Fig. 1: the metal 1 layer
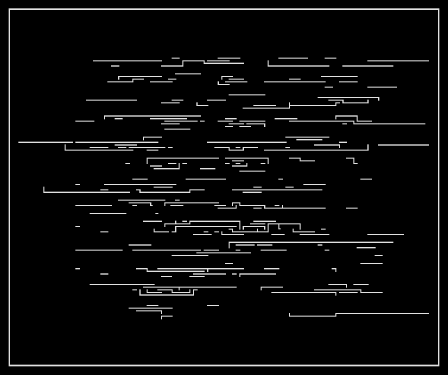
Fig. 2: signal wires on met2
Bar = 20 microns. Cells faint in the background.
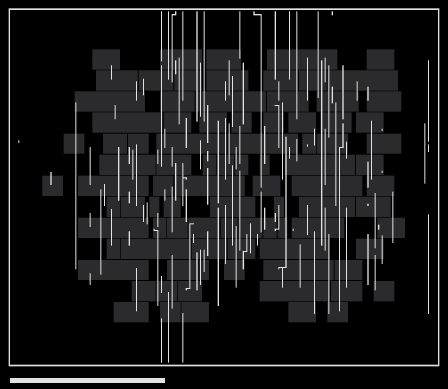
Fig. 3: M3 wires
Bar = 20 microns.
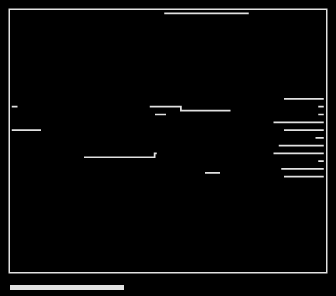
Fig. 4: routing congestion map
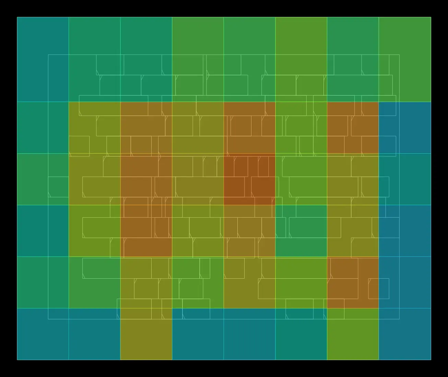
[config.mk]
export PLATFORM = sky130hd
export DESIGN_NAME = cache_line_addr_gen_flat
export DESIGN_NICKNAME = d
export VERILOG_FILES = /design/src/rtl/cache_line_addr_gen_pkg.sv /design/src/rtl/cache_line_addr_gen_if.sv /design/src/rtl/cache_line_addr_gen.sv /design/src/flat_wrapper.sv
export SDC_FILE = /design/constraint.sdc
export NUM_CORES = 1
export LEC_CHECK = 0
export ABC_CLOCK_PERIOD_IN_PS = 1830
export CORE_ASPECT_RATIO = 0.8
export CORE_MARGIN = 4
export CORE_UTILIZATION = 45
export CTS_BUF_LIST = sky130_fd_sc_hd__clkbuf_2
export CTS_CLUSTER_DIAMETER = 100
export DETAILED_ROUTE_END_ITERATION = 7
export PLACE_DENSITY = 0.92
export SLEW_MARGIN = 10
export SYNTH_ARGS = -nofsm -noshare
export SYNTH_HDL_FRONTEND = slang
export SYNTH_SLANG_ARGS = --single-unit
export TNS_END_PERCENT = 5
[constraint.sdc]
create_clock -name clk -period 1.83 [get_ports clk]
set_clock_uncertainty 0.1 [all_clocks]
set_input_delay 0.183 -clock clk [delete_from_list [all_inputs] [get_ports clk]]
set_output_delay 0.183 -clock clk [all_outputs]
set_load 0.05 [all_outputs]
[src/rtl/cache_line_addr_gen_pkg.sv]
// Shared field widths and FSM encoding for the cache line address generator.
// The width constants are common with the address-split decoder.
package cache_line_addr_gen_pkg;

    localparam int TAG_W    = 4;
    localparam int INDEX_W  = 4;
    localparam int OFFSET_W = 2;
    localparam int ADDR_W   = TAG_W + INDEX_W + OFFSET_W;

    localparam logic [OFFSET_W-1:0] LAST_BEAT = {OFFSET_W{1'b1}};

    typedef enum logic [1:0] {
        ST_IDLE  = 2'd0,
        ST_BURST = 2'd1,
        ST_DONE  = 2'd2
    } state_e;

    // Increment that naturally wraps at the line boundary (critical-word-first).
    function automatic logic [OFFSET_W-1:0] next_offset(input logic [OFFSET_W-1:0] off);
        return off + {{(OFFSET_W-1){1'b0}}, 1'b1};
    endfunction

endpackage

[src/rtl/cache_line_addr_gen_if.sv]
// Request and memory-port bundle of the cache line address generator.
// The master side is the cache controller / memory model; the slave side is the generator.
interface cache_line_addr_gen_if;
    import cache_line_addr_gen_pkg::*;

    logic                start;
    logic [TAG_W-1:0]    tag;
    logic [INDEX_W-1:0]  index;
    logic [OFFSET_W-1:0] blk_offset;
    logic                mem_ready;
    logic                mem_req;
    logic [ADDR_W-1:0]   mem_addr;
    logic [OFFSET_W-1:0] beat_cnt;
    logic                busy;
    logic                done;

    modport master (
        output start, tag, index, blk_offset, mem_ready,
        input  mem_req, mem_addr, beat_cnt, busy, done
    );

    modport slave (
        input  start, tag, index, blk_offset, mem_ready,
        output mem_req, mem_addr, beat_cnt, busy, done
    );

endinterface

[src/rtl/cache_line_addr_gen.sv]
// Rebuilds full word addresses of a cache line for refill/writeback bursts,
// critical word first with offset wrap-around; one address per accepted beat.
module cache_line_addr_gen
    import cache_line_addr_gen_pkg::*;
(
    input  logic                 clk,
    input  logic                 rst_n,
    cache_line_addr_gen_if.slave bus
);

    state_e              state_r, state_s;
    logic [TAG_W-1:0]    tag_r, tag_s;
    logic [INDEX_W-1:0]  index_r, index_s;
    logic [OFFSET_W-1:0] offset_r, offset_s;
    logic [OFFSET_W-1:0] beat_cnt_r, beat_cnt_s;
    logic                mem_req_r, mem_req_s;
    logic                busy_r, busy_s;
    logic                done_r, done_s;

    // State and registered outputs.
    always_ff @(posedge clk or negedge rst_n) begin
        if (!rst_n) begin
            state_r    <= ST_IDLE;
            tag_r      <= {TAG_W{1'b0}};
            index_r    <= {INDEX_W{1'b0}};
            offset_r   <= {OFFSET_W{1'b0}};
            beat_cnt_r <= {OFFSET_W{1'b0}};
            mem_req_r  <= 1'b0;
            busy_r     <= 1'b0;
            done_r     <= 1'b0;
        end else begin
            state_r    <= state_s;
            tag_r      <= tag_s;
            index_r    <= index_s;
            offset_r   <= offset_s;
            beat_cnt_r <= beat_cnt_s;
            mem_req_r  <= mem_req_s;
            busy_r     <= busy_s;
            done_r     <= done_s;
        end
    end

    // Next-state and next-output decode.
    always_comb begin
        state_s    = state_r;
        tag_s      = tag_r;
        index_s    = index_r;
        offset_s   = offset_r;
        beat_cnt_s = beat_cnt_r;
        mem_req_s  = mem_req_r;
        busy_s     = busy_r;
        done_s     = 1'b0;
        case (state_r)
            ST_IDLE: begin
                if (bus.start) begin
                    state_s    = ST_BURST;
                    tag_s      = bus.tag;
                    index_s    = bus.index;
                    offset_s   = bus.blk_offset;
                    beat_cnt_s = {OFFSET_W{1'b0}};
                    mem_req_s  = 1'b1;
                    busy_s     = 1'b1;
                end else begin
                    mem_req_s = 1'b0;
                    busy_s    = 1'b0;
                end
            end
            ST_BURST: begin
                if (bus.mem_ready) begin
                    // The final beat leaves offset untouched so mem_addr keeps the last issued word.
                    if (beat_cnt_r == LAST_BEAT) begin
                        state_s    = ST_DONE;
                        mem_req_s  = 1'b0;
                        done_s     = 1'b1;
                        beat_cnt_s = {OFFSET_W{1'b0}};
                    end else begin
                        offset_s   = next_offset(offset_r);
                        beat_cnt_s = next_offset(beat_cnt_r);
                    end
                end else begin
                    mem_req_s = 1'b1;
                end
            end
            ST_DONE: begin
                state_s   = ST_IDLE;
                mem_req_s = 1'b0;
                busy_s    = 1'b0;
            end
            default: begin
                state_s    = ST_IDLE;
                mem_req_s  = 1'b0;
                busy_s     = 1'b0;
                beat_cnt_s = {OFFSET_W{1'b0}};
            end
        endcase
    end

    assign bus.mem_addr = {tag_r, index_r, offset_r};
    assign bus.mem_req  = mem_req_r;
    assign bus.beat_cnt = beat_cnt_r;
    assign bus.busy     = busy_r;
    assign bus.done     = done_r;

endmodule

[src/flat_wrapper.sv]
// flat-port wrapper written by rule: the top's interface ports become plain ports
module cache_line_addr_gen_flat import cache_line_addr_gen_pkg::*;
  (clk, rst_n, bus_start, bus_tag, bus_index, bus_blk_offset, bus_mem_ready, bus_mem_req, bus_mem_addr, bus_beat_cnt, bus_busy, bus_done);
  cache_line_addr_gen_if bus_i ();
  input  logic clk;
  input  logic rst_n;
  input wire logic [$bits(bus_i.start)-1:0] bus_start;
  input wire logic [$bits(bus_i.tag)-1:0] bus_tag;
  input wire logic [$bits(bus_i.index)-1:0] bus_index;
  input wire logic [$bits(bus_i.blk_offset)-1:0] bus_blk_offset;
  input wire logic [$bits(bus_i.mem_ready)-1:0] bus_mem_ready;
  output wire logic [$bits(bus_i.mem_req)-1:0] bus_mem_req;
  output wire logic [$bits(bus_i.mem_addr)-1:0] bus_mem_addr;
  output wire logic [$bits(bus_i.beat_cnt)-1:0] bus_beat_cnt;
  output wire logic [$bits(bus_i.busy)-1:0] bus_busy;
  output wire logic [$bits(bus_i.done)-1:0] bus_done;
  assign bus_i.start = bus_start;
  assign bus_i.tag = bus_tag;
  assign bus_i.index = bus_index;
  assign bus_i.blk_offset = bus_blk_offset;
  assign bus_i.mem_ready = bus_mem_ready;
  assign bus_mem_req = bus_i.mem_req;
  assign bus_mem_addr = bus_i.mem_addr;
  assign bus_beat_cnt = bus_i.beat_cnt;
  assign bus_busy = bus_i.busy;
  assign bus_done = bus_i.done;
  cache_line_addr_gen u_core (.clk(clk), .rst_n(rst_n), .bus(bus_i));
endmodule
==> reports/metrics.yaml <==
place:
  place_inst: 108
  dpl-instance-area_sq_um: 1124
  gp_congestion: 0.7194
  dp_hpwl_microns: 1245
  place_ws_ns: 0.1440
  io_buffers: 28
synth:
  syn_avg_cell_area_sq_um: 14.37
  edf_count: 0
  syn-num-nets: 72
  yosysTopAreaCell: "dfrtp_1"
  ys_types: 25
  synth_area_sq_um: 804.5
  synthArstFlopShare_pct: 100.0
  yosysCellCount: 56
  netlist_instances: 56
  ys_seq_share_pct: 52.88
  netlist_top_cells_area: "dfrtp_1 53%, mux2_4 9.3%, mux2_2 7.0%, ha_1 3.1%, o22ai_4 2.5%"
  yosys_area_sq_um: 804.5
  yosys.area.top_type_share_pct: 52.88
  ys_warn_count: 0
  ys.flop_type: "dfrtp_1"
  ys_ff: 17
global_route:
  grt_pass1_vias: 601
  grt_pass1_wl_microns: 2877
  overflow: 0
  grt_max_degree: 18
  antenna_found_initial: 0
sta:
  min_period_over_period_pct: 95.92
  final_max_slew_viol_count: 0
  tns_ns: 0
  setup_viol: 0
  layout_setup_ws_ns: 0.07458
  fin_crit_ns: 1.755
  rsz0062_at_grt: "no"
  tightest_slew_ns: 0.5142
  clock.fmax_ghz: 0.5697
  whs_ns: 0.08782
  finalHoldViolCount: 0
clocking:
  cts_sinks: 17
  cts.clk_slew.worst_paths_ns: 0.15
  cts_buffer_depth: 2
  cts_root_buf: "clkbuf_2"
  cts_tree: "yes"
  clock_latency_ns: 0.29
  cts_buffers: 3
  htree_levels: 1
routing:
  drt-initial-drc-count: 8
  viasPerCell: 4.982
  drc: 0
  dr.pass1.iters: 4
  ant_nets: 0
worst_setup_path:
  crit_family: "buffers and inverters"
  crit_path_start_kind: "flop"
  r2r_setup_slack_ns: 0.37
  worstPathCellList: "clkdlybuf4s50_1"
  crit_buf_inv: 1
  cp_data_arrival_time_ns: 1.47
  slowest_delay_ns: 0.80
  crit_path_end_kind: "output pin"
  path_max_fanout: 2
  slowest_stage: "clkdlybuf4s50_1"
  required_ns: 1.55
  path_class: "flop to output pin"
floorplan:
  die-height_microns: 45.82
  placementRows: 13
  die_w_microns: 55.28
  die_area_sq_um: 2533
  initCoreUtil_pct: 48.49
  num_io_pins: 29
  coreArea_sq_um: 1659
run_status:
  status: "finished clean"
layout:
  areaGrowthSynthToFinish_pct: 44.32
  drive_gt1_share_pct: 34.44
  fill_cells: 121
  stdcell_count: 112
  num_antenna_cells: 0
  nets: 107
job:
  warnings: 27
  drv_cap: 0
pwr:
  totalPowerFinal_mw: 2.214
  p_leak_nw: 0.5855
  p_per_area_nw_per_um2: 1907
  ir_drop_mv: 0.9183
min_path:
  hold_class: "primary input to asynchronous set/reset pin"
About Fig. 1:
The wires run mostly horizontal. The layer holds 45% of the routed length. The layer carries 732 microns of wire.
grt met1 use: 18.28%
DR vias: 558
detailed-route wire length: 1617 microns

About Fig. 2:
The longest straight run is 23.8 microns. The layer carries 761 microns of wire. 97 nets have wire on it. The wires run mostly vertical. The layer holds 47% of the routed length.
M2 GR Usage: 23.58%

About Fig. 3:
16 nets have wire on it. The layer carries 107 microns of wire. The wires run mostly horizontal. The longest straight run is 14.5 microns.
met3 Resource Use GR: 7.932%

About Fig. 4:
All-Layer GR Usage: 15.24%
post-layout util: 69.98%

-- sequential cells by signal (all words and copies together) (netlist names) --
name                 flops
u_core.index_r           4
u_core.state_r           2
u_core.bus.beat_cnt      2
u_core.bus.busy          1
u_core.tag_r             4
u_core.offset_r          2
u_core.bus.done          1
u_core.bus.mem_req       1
-- cells in the final DEF (no fill, tap or decap), drive strengths merged --
| cell type | netlist | routed |
|---|---|---|
| dfrtp | 17 | 17 |
| clkdlybuf4s50 | 0 | 16 |
| mux2 | 10 | 10 |
| buf | 2 | 9 |
| dlymetal6s2s | 0 | 7 |
| clkbuf | 0 | 4 |
| and3 | 2 | 2 |
| a21oi | 2 | 2 |
| nor2 | 2 | 2 |
| inv | 2 | 2 |
| a22o | 2 | 2 |
| a21o | 2 | 2 |
| ha | 2 | 2 |
| o22ai | 2 | 2 |
| nor2b | 1 | 1 |
| nor3b | 1 | 1 |
| and4bb | 1 | 1 |
| or2 | 1 | 1 |
| nand2 | 1 | 1 |
| mux2i | 1 | 1 |
| a211oi | 1 | 1 |
| a311oi | 1 | 1 |
| o21ai | 1 | 1 |
| and2b | 1 | 1 |
| nand2b | 1 | 1 |
-- final cells by class --
type | instances | area (sq um) | share of cell area (%)
flip-flops and latches | 17 | 425.4 | 36.64
multi-input cells | 35 | 352.8 | 30.39
repair buffers | 32 | 327.8 | 28.23
well taps | 22 | 27.53 | 2.371
clock buffers | 4 | 20.02 | 1.724
inverters | 2 | 7.507 | 0.6466
-- what timing repair did --
| action | CTS | global route |
|---|---|---|
| setup endpoints to repair | 0 | 7 |
| buffers inserted | 0 | 0 |
| gates resized | 0 | 7 |
| hold buffers | 0 | 0 |
-- power by group --
group | leakage (nW) | switching, mW | internal (mW) | total [mW]
Clock | 0.0166 | 0.109 | 0.0579 | 0.167
Combinational | 0.365 | 0.811 | 0.563 | 1.37
Sequential | 0.204 | 0.129 | 0.544 | 0.673
-- worst paths after layout --
check	from	to	cells after the start
max	u_core.index_r[0]	bus_mem_addr[2]	1
min	rst_n	u_core.tag_r[0]	2
max reg2reg	u_core.state_r[0]	u_core.offset_r[0]	4
min reg2reg	u_core.tag_r[1]	u_core.tag_r[1]	1
max in group asynchronous	rst_n	u_core.bus.beat_cnt[1]	2
min in group clk	bus_tag[2]	u_core.tag_r[2]	2
-- kinds of logic (layout without fill, tap and decap cells) --
family | Yosys count | count (layout) | synth area share (%)
AOI/OAI and AO/OA | 11 | 11 | 12.29
adders and majority gates | 2 | 2 | 3.110
buffers and inverters | 4 | 38 | 3.267
DFF | 17 | 17 | 52.88
muxes | 11 | 11 | 17.57
and+or+nand+nor | 11 | 11 | 10.89
-- Yosys cell counts (all sizes together) (2+ instances only) --
| master | instances |
|---|---|
| dfrtp | 17 |
| a21oi | 2 |
| o22ai | 2 |
| a22o | 2 |
| inv | 2 |
| buf | 2 |
| mux2 | 10 |
| nor2 | 2 |
| and3 | 2 |
| ha | 2 |
| a21o | 2 |
-- routing by layer --
metal / wire length [microns] / global-route usage, %
met2: 761 / 23.58
met4: 17 / 5.825
met5: 0 / 0
met3: 106 / 7.932
met1: 731 / 18.28
Power is estimated from default activity; no workload was simulated.
